==> config.mk <==
export PLATFORM = sky130hd
export DESIGN_NAME = baud_cfg_ctrl
export DESIGN_NICKNAME = d
export VERILOG_FILES = /design/src/rtl/baud_cfg_ctrl_pkg.sv /design/src/rtl/baud_cfg_ctrl_timer.sv /design/src/rtl/baud_cfg_ctrl.sv
export SDC_FILE = /design/constraint.sdc
export NUM_CORES = 1
export LEC_CHECK = 0
export CAP_MARGIN = 10
export CORE_UTILIZATION = 45
export DETAILED_ROUTE_END_ITERATION = 10
export PLACE_DENSITY = 0.66
export SYNTH_ARGS = -nofsm -noshare
export SYNTH_HDL_FRONTEND = slang
export SYNTH_SLANG_ARGS = --single-unit
export TNS_END_PERCENT = 20
==> constraint.sdc <==
create_clock -name clk -period 3.2 [get_ports clk]
set_input_delay 0.96 -clock clk [delete_from_list [all_inputs] [get_ports clk]]
set_output_delay 0.96 -clock clk [all_outputs]
set_load 0.02 [all_outputs]
clock_nets.png
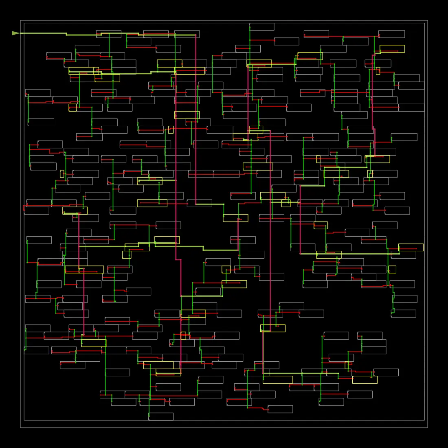
clock tree buffer count of the final layout: 32
Worst Skew: 0.0151 ns
Clock Sinks: 233
clk_lat worst skew: 0.52 ns
Clock net power: 3.11 mW

closeup.png
Window x 55 to 95, y 55 to 95 um. Cells in gray, sequential cells in the stronger gray; small squares are vias.
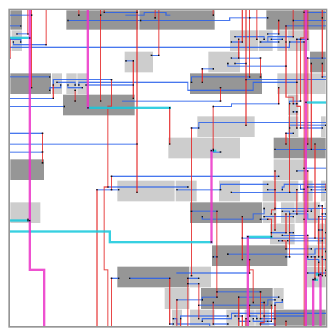
- M3: cyan
- M1: blue
- M2: red
- M4: magenta
- most frequent: dfrtp_1 (10), nand2_1 (10), buf_4 (4)
- sequential cells in the window: 12
- cells with their middle in the window: 49

==> results_slide.txt <==
Synthesis and Place & Route Summary

Outcome
  – Status: finished, final reports clean

Layout
  – Gate Area: roughly 0.0038 mm2
  – Invs w/o clock: 4
  – Area Growth Syn to Fin: 27.2%
  – Fraction of area in multi-input gates: 30.3%

Worst setup path
  – Cells on worst reg2reg path: 7
  – R2r setup slk: approximately 0.66 ns
  – WP buf/inv: 2
  – Critical Path Fanout Max: 13
  – CP max stage cell: dfstp_2

Yosys
  – Syn Area/Cell: around 11 um2
  – Yosys stat area: 0.00994 mm2
  – Sequential share of the synthesized area: roughly three fifths
  – EDFF count, synth: 0

Global route
  – Largest net degree at the start of global routing: ~110
  – GRT overflow: 0
  – Vias in the first global route: slightly below 7k

Die
  – Die height: ~150 um
  – Die area: around 0.023 mm2

Route
  – Iteration count of the initial detailed-routing pass: 4
  – Met1 wire length: 9960 um

STA
  – Setup ws final: roughly 0.20 ns
  – Tcrit/Tclk final: a little over nine tenths
  – Final Hold Viols: 0
  – Max-Slew Margin vs Limit: 48.4%
  – Worst-Margin Slew: about 0.77 ns

Placed design
  – Placed cells: ~1.3k

Power and ir drop
  – Pwr Total: 13.9 mW

Clock network
  – Setup Fix Bufs, Post-CTS: 0
  – TritonCTS clock tree: built

Run
  – Tool warning count: 29
[stage by stage]
step	hold slack [ns]	util (%)	area, um2
floorplan	0.441	-	9940
detailed placement	0.449	54.0	11700
CTS	0.446	58.1	12600
global placement	0.445	54.0	11700
finish	0.409	58.1	12600
global route	0.469	58.1	12600
[synth_stat cells (all sizes together) (6+ instances only)]
| cell type | n |
|---|---|
| nor3 | 12 |
| nand2 | 275 |
| buf | 15 |
| mux2i | 65 |
| nand3 | 8 |
| dfstp | 49 |
| dfrtp | 184 |
| o21ai | 79 |
| nor2 | 44 |
| mux2 | 65 |
| clkbuf | 38 |
| xor2 | 12 |
| xnor2 | 10 |
| a21oi | 17 |
| or4 | 6 |
[power by group]
group          internal [mW]  leakage [nW]  switching, mW
combinational           2.36          2.34           3.14
clock                   1.92         0.434           1.20
sequential              4.42          2.89          0.836
Power and IR drop assume default switching activity.
